Run 1, routed clock nets over the placement:
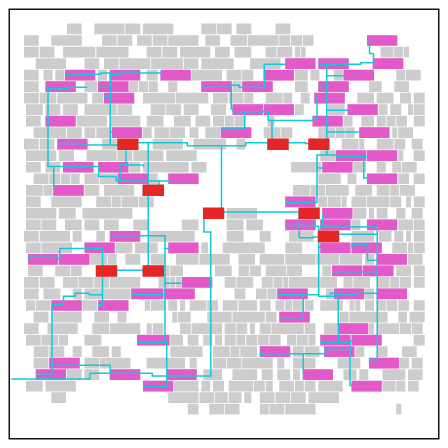
Run 1, routing congestion map:
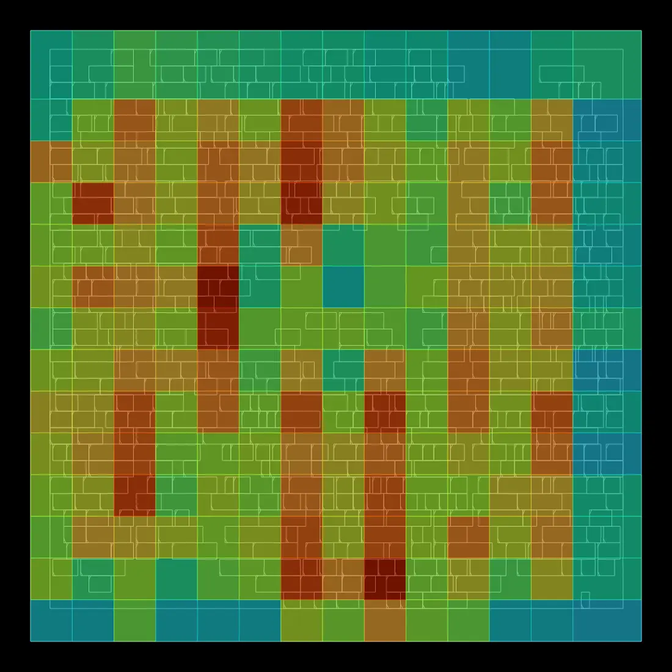
Run 1, placed cells, one color a class:
Scale bar: 20 microns.
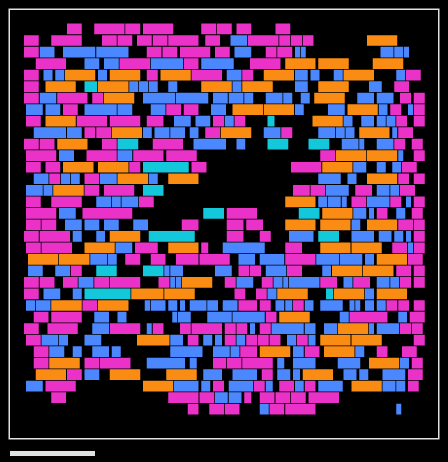
[src/rtl/dmem_arbiter.sv]
// Data-memory arbiter between the CPU port and the debug/loader port.
// Round-robin on ties, a debug burst lock with a starvation escape, and one-cycle read return.
module dmem_arbiter #(
  parameter int unsigned LOCK_MAX = 15
) (
  input  logic        CLK,
  input  logic        reset,
  input  logic        cpu_req,
  input  logic        cpu_we,
  input  logic [15:0] cpu_addr,
  input  logic [15:0] cpu_wd,
  output logic        cpu_gnt,
  output logic        cpu_stall,
  output logic        cpu_rvalid,
  output logic [15:0] cpu_rd,
  input  logic        dbg_req,
  input  logic        dbg_we,
  input  logic        dbg_lock,
  input  logic [15:0] dbg_addr,
  input  logic [15:0] dbg_wd,
  output logic        dbg_gnt,
  output logic        dbg_rvalid,
  output logic [15:0] dbg_rd,
  output logic        mem_we,
  output logic [15:0] mem_addr,
  output logic [15:0] mem_wd,
  input  logic [15:0] mem_rd
);

  typedef enum logic {UNLOCKED, LOCKED} lock_state_t;
  typedef enum logic {GNT_CPU, GNT_DBG} last_gnt_t;

  localparam logic [3:0] LOCK_LIMIT = 4'(LOCK_MAX);

  lock_state_t state, state_next;
  last_gnt_t   last_gnt, last_gnt_next;
  logic [3:0]  starve_cnt, starve_cnt_next;
  logic        starve_fire;
  logic [15:0] addr_hold, wd_hold;
  logic        cpu_rvalid_q, dbg_rvalid_q;
  logic [15:0] cpu_rd_q, dbg_rd_q;

  always_ff @(posedge CLK) begin
    if (reset) begin
      state        <= UNLOCKED;
      last_gnt     <= GNT_DBG;
      starve_cnt   <= 4'd0;
      addr_hold    <= 16'h0000;
      wd_hold      <= 16'h0000;
      cpu_rvalid_q <= 1'b0;
      dbg_rvalid_q <= 1'b0;
      cpu_rd_q     <= 16'h0000;
      dbg_rd_q     <= 16'h0000;
    end else begin
      state        <= state_next;
      last_gnt     <= last_gnt_next;
      starve_cnt   <= starve_cnt_next;
      addr_hold    <= mem_addr;
      wd_hold      <= mem_wd;
      cpu_rvalid_q <= cpu_gnt & ~cpu_we;
      dbg_rvalid_q <= dbg_gnt & ~dbg_we;
      if (cpu_gnt && !cpu_we) cpu_rd_q <= mem_rd;
      if (dbg_gnt && !dbg_we) dbg_rd_q <= mem_rd;
    end
  end

  // Starvation escape overrides the lock once the CPU has waited LOCK_MAX locked debug grants.
  always_comb begin
    cpu_gnt         = 1'b0;
    dbg_gnt         = 1'b0;
    state_next      = state;
    last_gnt_next   = last_gnt;
    starve_cnt_next = starve_cnt;
    starve_fire     = (state == LOCKED) && (starve_cnt == LOCK_LIMIT) && cpu_req;

    if (!reset) begin
      if (cpu_req && dbg_req) begin
        if (starve_fire)              cpu_gnt = 1'b1;
        else if (state == LOCKED)     dbg_gnt = 1'b1;
        else if (last_gnt == GNT_DBG) cpu_gnt = 1'b1;
        else                          dbg_gnt = 1'b1;
      end else begin
        cpu_gnt = cpu_req;
        dbg_gnt = dbg_req;
      end
    end

    if (cpu_gnt)      last_gnt_next = GNT_CPU;
    else if (dbg_gnt) last_gnt_next = GNT_DBG;

    if (dbg_gnt && dbg_lock) begin
      state_next = LOCKED;
      if (cpu_req) starve_cnt_next = starve_cnt + 4'd1;
    end else begin
      state_next      = UNLOCKED;
      starve_cnt_next = 4'd0;
    end
  end

  always_comb begin
    mem_we     = 1'b0;
    mem_addr   = addr_hold;
    mem_wd     = wd_hold;
    if (reset) begin
      mem_addr = 16'h0000;
      mem_wd   = 16'h0000;
    end else if (cpu_gnt) begin
      mem_we   = cpu_we;
      mem_addr = cpu_addr;
      mem_wd   = cpu_wd;
    end else if (dbg_gnt) begin
      mem_we   = dbg_we;
      mem_addr = dbg_addr;
      mem_wd   = dbg_wd;
    end
  end

  // Registered read-return state is masked while reset is held so every output reads as idle.
  assign cpu_stall  = cpu_req & ~cpu_gnt & ~reset;
  assign cpu_rvalid = cpu_rvalid_q & ~reset;
  assign dbg_rvalid = dbg_rvalid_q & ~reset;
  assign cpu_rd     = reset ? 16'h0000 : cpu_rd_q;
  assign dbg_rd     = reset ? 16'h0000 : dbg_rd_q;

endmodule

[config.mk]
export PLATFORM = sky130hd
export DESIGN_NAME = dmem_arbiter
export DESIGN_NICKNAME = d
export VERILOG_FILES = /design/src/rtl/dmem_arbiter.sv
export SDC_FILE = /design/constraint.sdc
export NUM_CORES = 1
export LEC_CHECK = 0
export CAP_MARGIN = 20
export CORE_MARGIN = 3
export CORE_UTILIZATION = 37
export CTS_CLUSTER_DIAMETER = 50
export DETAILED_ROUTE_END_ITERATION = 8
export HOLD_SLACK_MARGIN = 0.02
export PLACE_DENSITY = 0.86
export SLEW_MARGIN = 20
export SYNTH_ARGS = -nofsm -noshare
export SYNTH_HDL_FRONTEND = slang
export SYNTH_SLANG_ARGS = --single-unit
[constraint.sdc]
create_clock -name CLK -period 2.1 [get_ports CLK]
set_clock_uncertainty 0.15 [all_clocks]
set_input_delay 0.21 -clock CLK [delete_from_list [all_inputs] [get_ports CLK]]
set_output_delay 0.21 -clock CLK [all_outputs]
set_load 0.05 [all_outputs]
==> flow_summary.toml, run 1 <==
# synthesis and place-and-route metrics
[synth]
postSynthSeqShare_pct = 43.1
synthArstFlopShare_pct = 0
edf_count = 0
avgSynthCellArea_sq_um = 10.5
adder_share_pct = 0.374
synth_warnings = 0
ys_chip_area_sq_um = 3340
netlist_area_sq_um = 3340
ys_cells = 319
ys_sh_aoi_pct = 23.6
synth.top_cell.area_share_pct = 43.1
logic_family = "AND-OR/OR-AND gates"
yosys.area.top_type = "dfxtp_1"
mux_area_share_pct = 6.59
ys_sh_xor_pct = 0.786
synthSimpleGateAreaFrac_pct = 18.8
yosys-top-cells-count = "dfxtp_1 (72), a221o_1 (54), and2_1 (27)"
synth_cell_types = 39
syn_nets = 407
synth_flop_count = 72
top_cell = "dfxtp_1"
syn-instance-count = 319
ys_top_cells_by_area = "dfxtp_1 (43%), a221o_1 (16%), and2_1 (5.1%), o2bb2ai_1 (4.2%), nor2b_1 (3.9%)"

[final_layout]
antennaDiodeCount = 0
syn2layout_area_growth_pct = 86.9
final-comb-area_sq_um = 2000
fillers = 607
final_layout_size_suffix_gt1_share_pct = 41.6
seq_area_sq_um = 1440

[drt]
vias = 3375
initialDrtViolationCount = 84
drtAntennaViolNets = 0
drc = 0
via_per_inst = 5.36
dr.pass1.iters = 6

[setup_path]
worstSetupStartpointType = "flip-flop"
crit_path_end_kind = "output pin"
cp_slowest_cell = "a221o_4"
crit_top_cell = "buf_12"
worst_path_largest_cell_delay_ps = 410
path_max_fanout = 33
worstSetupPathType = "flip-flop to output pin"
worstPathRequired_ps = 1740
arrival_ps = 2030
path_cells = "ha_4 > and4_4 > nor3_4 > nor2_4 > buf_12 > a221o_4 > buf_12"

[final_timing]
tightest_slew_ps = 867
finalSetupViolCount = 52
post-route-period-util_pct = 114
worst_slack_ps = -291
slew_headroom_pct = 41.9
maxSlewViolCount = 0
max_freq_ghz = 0.418
hold_viol = 0
hold_ws_ps = 301
rsz0062_at_grt = "true"
fin_crit_ps = 2390

[place]
dpl.hpwl_mm = 7.69
placed_cell_area_sq_um = 5710
post-place-ws_ps = -414
portBuffers = 156
gp_congestion = 0.783

[clocking]
clock_sinks = 72
cts_tree = "done"
ctsHoldBuffers = 0
clk_pin_slew_worst_paths_ps = 80
cts_buffer_depth = 2
cts_buffers = 9
htreeDepth = 3
cts_root_buf = "clkbuf_8"

[floorplanning]
die_area_sq_um = 10200
chipHeight_microns = 101
top_level_ports = 157
die_w_microns = 101
initCoreUtil_pct = 38.1
core_sq_um = 8760
row_count = 34

[global_routing]
grt_antenna_before_repair = 0
grt_max_degree = 37
grt_pass1_wl_mm = 17.4
gr-total-overflow = 0

[flow_run]
drv_cap = 0
warning_count = 29

[power]
powerDensity_nw_per_um2 = 661
irDropWorstVdd_mv = 0.476
leakage_uw = 0.00269

[hold_path]
hp-class = "input port to flip-flop"

[run_status]
violations = "setup timing"
status = "finished with violations"
Back to the opening pictures, 'routed clock nets over the placement':
[cells driving clock nets] red | count: 9
[clock wires] cyan | length: 921 microns
[flip-flops] magenta | count: 72
routed clock nets: 10
flops lie: spread over the die
clk ins delay skew pair: 330 ps
P_clk: 1300 uW
Clk network pwr share: 31.4%

Back to the opening pictures, 'routing congestion map':
GRT Total Usage: 21.7%
fin util: 71.3%
DR WL/cell: 18.2 microns
grt met3 use: 7.96%
busiest grt layer: met2

Back to the opening pictures, 'placed cells, one color a class':
[flops] orange | cells: 72 | share of their area: 24%
[clock drivers and dummy loads] cyan | cells: 15 | share of their area: 3.8%
[all other logic] blue | cells: 224 | share of their area: 34%
[other buffers and delay cells] magenta | cells: 211 | share of their area: 39%
flop share of the area: 23.1%
fin area: 6240 sq um

## run 1: critical path, delay by kind of cell (launching register included)
kind                       cells  cell delay (ps)
DFF                            1              340
and+or+nand+nor                3              450
buffers and inverters          2              330
AOI/OAI and AO/OA              1              410
adders and majority gates      1              160
## run 1: report_power, final
part	internal [uW]	switching (uW)	leakage (uW)
Combinational	689	658	0.00198
Clock	781	516	0.000119
Sequential	1460	23.2	0.000594
## run 1: per-layer routing
metal	share of wire (%)	global-route usage, %	up-vias
met5	0	0	-
met4	1.3	5.73	0
met3	9.1	7.96	11
met2	49	37.0	155
met1	40	25.7	1611
li1	-	-	1598
## run 1: cells in the final DEF (no fill, tap or decap), drive strengths merged, types with 16 or more instances in the layout
cell type / n
clkdlybuf4s50: 83
mux2: 16
a221o: 54
nor2b: 21
dfxtp: 72
buf: 124
and2: 27
inv: 18
o2bb2ai: 16
nand2b: 20
## run 1: registers in the layout, indices dropped and copies added (netlist names)
name and flops:
addr_hold 16, cpu_rd_q 16, cpu_rvalid_q 1, dbg_rd_q 16, dbg_rvalid_q 1, last_gnt 1, starve_cnt 4, state 1
wd_hold 16
## run 1: area by class of cell
class | instances | area share (%)
clock buffer | 9 | 1.98
sequential | 72 | 23.1
tap | 108 | 2.16
inverter | 18 | 1.08
multi-input combinational | 206 | 32.0
timing repair buffer | 211 | 37.9
clock inverter | 6 | 1.74
## run 1: logic make-up (layout without fill, tap and decap cells)
logic type | after synthesis | after routing
XOR/XNOR | 3 | 3
flip-flops | 72 | 72
AND-OR/OR-AND | 83 | 83
adder cells (fa/ha/maj) | 1 | 1
buffers and inverters | 42 | 244
multiplexers | 17 | 17
AND/OR/NAND/NOR | 101 | 102
## run 1: through the flow
step / util [%] / power (uW) / std cells / setup TNS, ps
after floorplan: - / 2160 / 319 / -560
after global placement: 65.1 / 2750 / 598 / -31090
after detailed placement: 65.2 / 2780 / 598 / -26160
after CTS: 71.1 / 4150 / 628 / -9910
after global routing: 71.3 / 4280 / 630 / -13790
final: 71.3 / 4130 / 630 / -8780
## run 1: worst paths after layout
kind / start / end / slack (ps) / cells past startpoint
worst max-delay path: starve_cnt[1]$_SDFFE_PP0P_ / mem_addr[3] / -290 / 7
worst min-delay path: reset / addr_hold[5]$_SDFF_PP0_ / 300 / 3
worst max register to register: starve_cnt[1]$_SDFFE_PP0P_ / dbg_rd_q[0]$_SDFFE_PP0P_ / -20 / 9
worst min register to register: dbg_rd_q[7]$_SDFFE_PP0P_ / dbg_rd_q[7]$_SDFFE_PP0P_ / 320 / 2
## run 1: timing repair
action,in CTS,in global routing
resized,34,5
cloned,4,2
setup endpoints to repair,67,68
pin swaps,7,4
buffers inserted,11,2
endpoints found under the hold margin,0,0
==> inputs of run 2 (changes only) <==
Settings changed: SLEW_MARGIN 20 to 10.
==> run 2 against run 1 <==
  * The flow still finishes with violations (setup timing)
  * Final area stayed put
  * Power unchanged
  * Register-to-register slack barely moved
==> flow_summary.toml, run 2 <==
# synthesis and place-and-route metrics
[final_timing]
maxSlewViolCount = 0
post-route-period-util_pct = 114
max_freq_ghz = 0.418
hold_ws_ps = 301
fin_crit_ps = 2390
slew_headroom_pct = 41.9
tightest_slew_ps = 867
finalSetupViolCount = 52
rsz0062_at_grt = "true"
hold_viol = 0
worst_slack_ps = -291

[synth]
ys_cells = 319
syn-instance-count = 319
syn_nets = 407
synth.top_cell.area_share_pct = 43.1
ff_type = "dfxtp_1"
synth_cell_types = 39
top_cell = "dfxtp_1"
synth_flop_count = 72
ys_top_cells_by_area = "dfxtp_1 (43%), a221o_1 (16%), and2_1 (5.1%), o2bb2ai_1 (4.2%), nor2b_1 (3.9%)"
synthArstFlopShare_pct = 0
postSynthSeqShare_pct = 43.1
yosys.area.top_type = "dfxtp_1"
edf_count = 0
avgSynthCellArea_sq_um = 10.5
netlist_area_sq_um = 3340
yosys-top-cells-count = "dfxtp_1 (72), a221o_1 (54), and2_1 (27)"
synth_warnings = 0
ys_chip_area_sq_um = 3340

[place]
portBuffers = 156
dpl.hpwl_mm = 7.69
gp_congestion = 0.783

[clocking]
cts_buffers = 9
cts_tree = "done"
cts_buffer_depth = 2
clock_latency_ps = 330
clock_sinks = 72
cts_root_buf = "clkbuf_8"
clk_pin_slew_worst_paths_ps = 80
htreeDepth = 3

[floorplanning]
top_level_ports = 157
initCoreUtil_pct = 38.1
chipHeight_microns = 101
row_count = 34
die_w_microns = 101
die_area_sq_um = 10200
core_sq_um = 8760

[hold_path]
hp-class = "input port to flip-flop"
min-delay-start = "reset"

[run_status]
status = "finished with violations"
violations = "setup timing"

[power]
pwr-share-clk_pct = 31.4
p_sw_uw = 1200
irDropWorstVdd_mv = 0.476
power.internal_uw = 2930
powerDensity_nw_per_um2 = 661
switching_share_pct = 29.0
p_seq_share_pct = 35.9
leakage_uw = 0.00269
power_frac_comb_pct = 32.6

[final_layout]
syn2layout_area_growth_pct = 86.9
final_cell_mix = "clkdlybuf4s50_1 (83), buf_4 (71), dfxtp_1 (70)"
antennaDiodeCount = 0
final_core_util_pct = 71.3
final_layout_size_suffix_gt1_share_pct = 41.6
final-comb-area_sq_um = 2000
lay_top_count = "clkdlybuf4s50_1"
fin_nets = 606
fillers = 607

[global_routing]
grt_max_degree = 37
gr-total-overflow = 0
grt_antenna_before_repair = 0
grt_pass1_wl_mm = 17.4
grtUsageTotal_pct = 21.7
grt_pass1_vias = 3445

[drt]
top_layer = "met4"
drt-met1-wl_mm = 4.61
via_per_inst = 5.36
wl_mm = 11.5
vias = 3375
dr_wl_met3_mm = 1.05
drt-wirelength-per-cell_microns = 18.2
drc = 0
initialDrtViolationCount = 84
drtAntennaViolNets = 0
dr.pass1.iters = 6
wl_met2_mm = 5.69

[flow_run]
warning_count = 29
drv_cap = 0

[setup_path]
path_max_fanout = 33
worstSetupPathType = "flip-flop to output pin"
r2r_start = "starve_cnt[1]$_SDFFE_PP0P_"
worst_path_largest_cell_delay_ps = 410
worstSetupStartpointType = "flip-flop"
cp_slowest_cell = "a221o_4"
crit_path_end_kind = "output pin"
startpoint = "starve_cnt[1]$_SDFFE_PP0P_"
worstPathRequired_ps = 1740
arrival_ps = 2030
crit_top_cell = "buf_12"
path_cells = "ha_4 > and4_4 > nor3_4 > nor2_4 > buf_12 > a221o_4 > buf_12"
==> run 2: cell counts after synthesis <==
Identical to the previous run, type by type.
==> run 2: worst max-delay path: cells and delay by family (launching register included) <==
kind,cells,cell delay (ps)
simple gates,3,450
flops,1,340
compound gates,1,410
buf+inv,2,330
fa+ha+maj,1,160
==> run 2: power groups by stage <==
| stage | clock [uW] | combinational (uW) | sequential, uW |
|---|---|---|---|
| 2_1_floorplan | 0 | 653 | 1500 |
| 3_3_place_gp | 0 | 1240 | 1510 |
| 3_5_place_dp | 0 | 1270 | 1510 |
| 4_1_cts | 1320 | 1350 | 1480 |
| 5_1_grt | 1380 | 1410 | 1490 |
| 6_report | 1300 | 1350 | 1480 |
==> run 2: area by class of cell <==
cell class	count	share of cell area, %
multi-input combinational	206	32.0
clock inverter	6	1.74
tap	108	2.16
timing repair buffer	211	37.9
clock buffer	9	1.98
inverter	18	1.08
sequential	72	23.1
==> run 2: path summary, 6_finish.rpt <==
path,to,slack [ps],depth (start not counted)
setup / recovery,mem_addr[3],-290,7
hold / removal,addr_hold[5]$_SDFF_PP0_,300,3
setup reg to reg,dbg_rd_q[0]$_SDFFE_PP0P_,-20,9
hold reg to reg,dbg_rd_q[7]$_SDFFE_PP0P_,320,2
==> run 2: what timing repair did <==
item,CTS,global route
endpoints found under the hold margin,0,0
hold buffers,0,0
pin swaps,7,4
buffers inserted,11,2
gates cloned,4,2
endpoints found under the setup margin,67,68
gates resized,34,5
==> run 2: logic make-up (layout without fill, tap and decap cells) <==
family,Yosys count,in the layout,share of synthesized area (%)
AND/OR/NAND/NOR,101,102,18.8
AND-OR/OR-AND,83,83,23.6
flip-flops,72,72,43.1
buffers and inverters,42,244,6.66
multiplexers,17,17,6.59
XOR/XNOR,3,3,0.786
adder cells (fa/ha/maj),1,1,0.374
==> run 2: through the flow <==
step / setup WS [ps] / setup TNS [ps] / area [sq um] / instances / total power [uW]
CTS: -303 / -9910 / 6230 / 628 / 4150
finish: -291 / -8780 / 6240 / 630 / 4130
global placement: -578 / -31090 / 5710 / 598 / 2750
floorplan: -37.2 / -560 / 3560 / 319 / 2160
global route: -381 / -13790 / 6240 / 630 / 4280
detailed placement: -414 / -26160 / 5710 / 598 / 2780
==> run 2: metal layers <==
metal	global-route usage, %	vias up
met5	0	-
met1	25.7	1611
met2	37.0	155
li1	-	1598
met3	7.96	11
met4	5.73	0
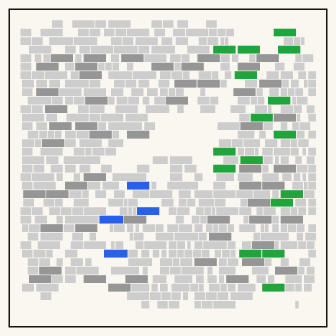
Run 2: where the registers sit
[dbg_rd_q] green | flops: 16
[starve_cnt] blue | flops: 4
not colored: 52
sequential power: 1480 uW
register area: 1440 sq um

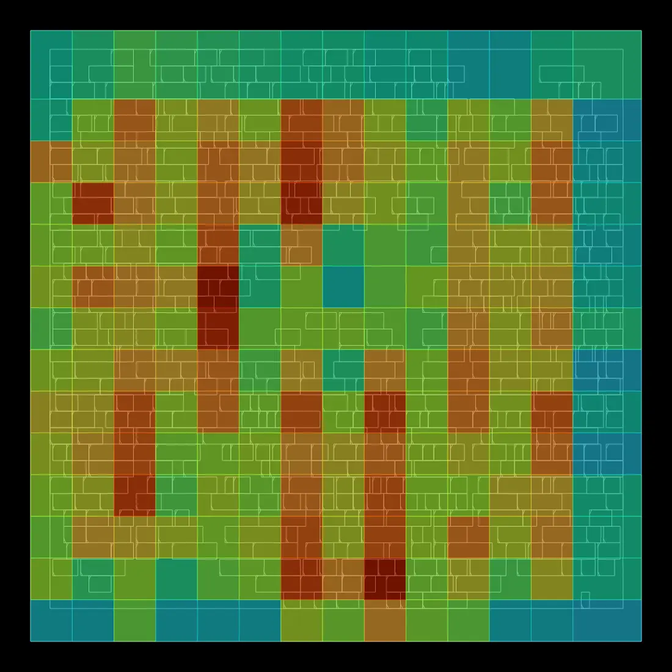
Run 2: routing congestion map
met1 usage: 25.7%
grt met2 use: 37.0%

Power figures rest on the tool's default switching activity, not on a simulated workload.
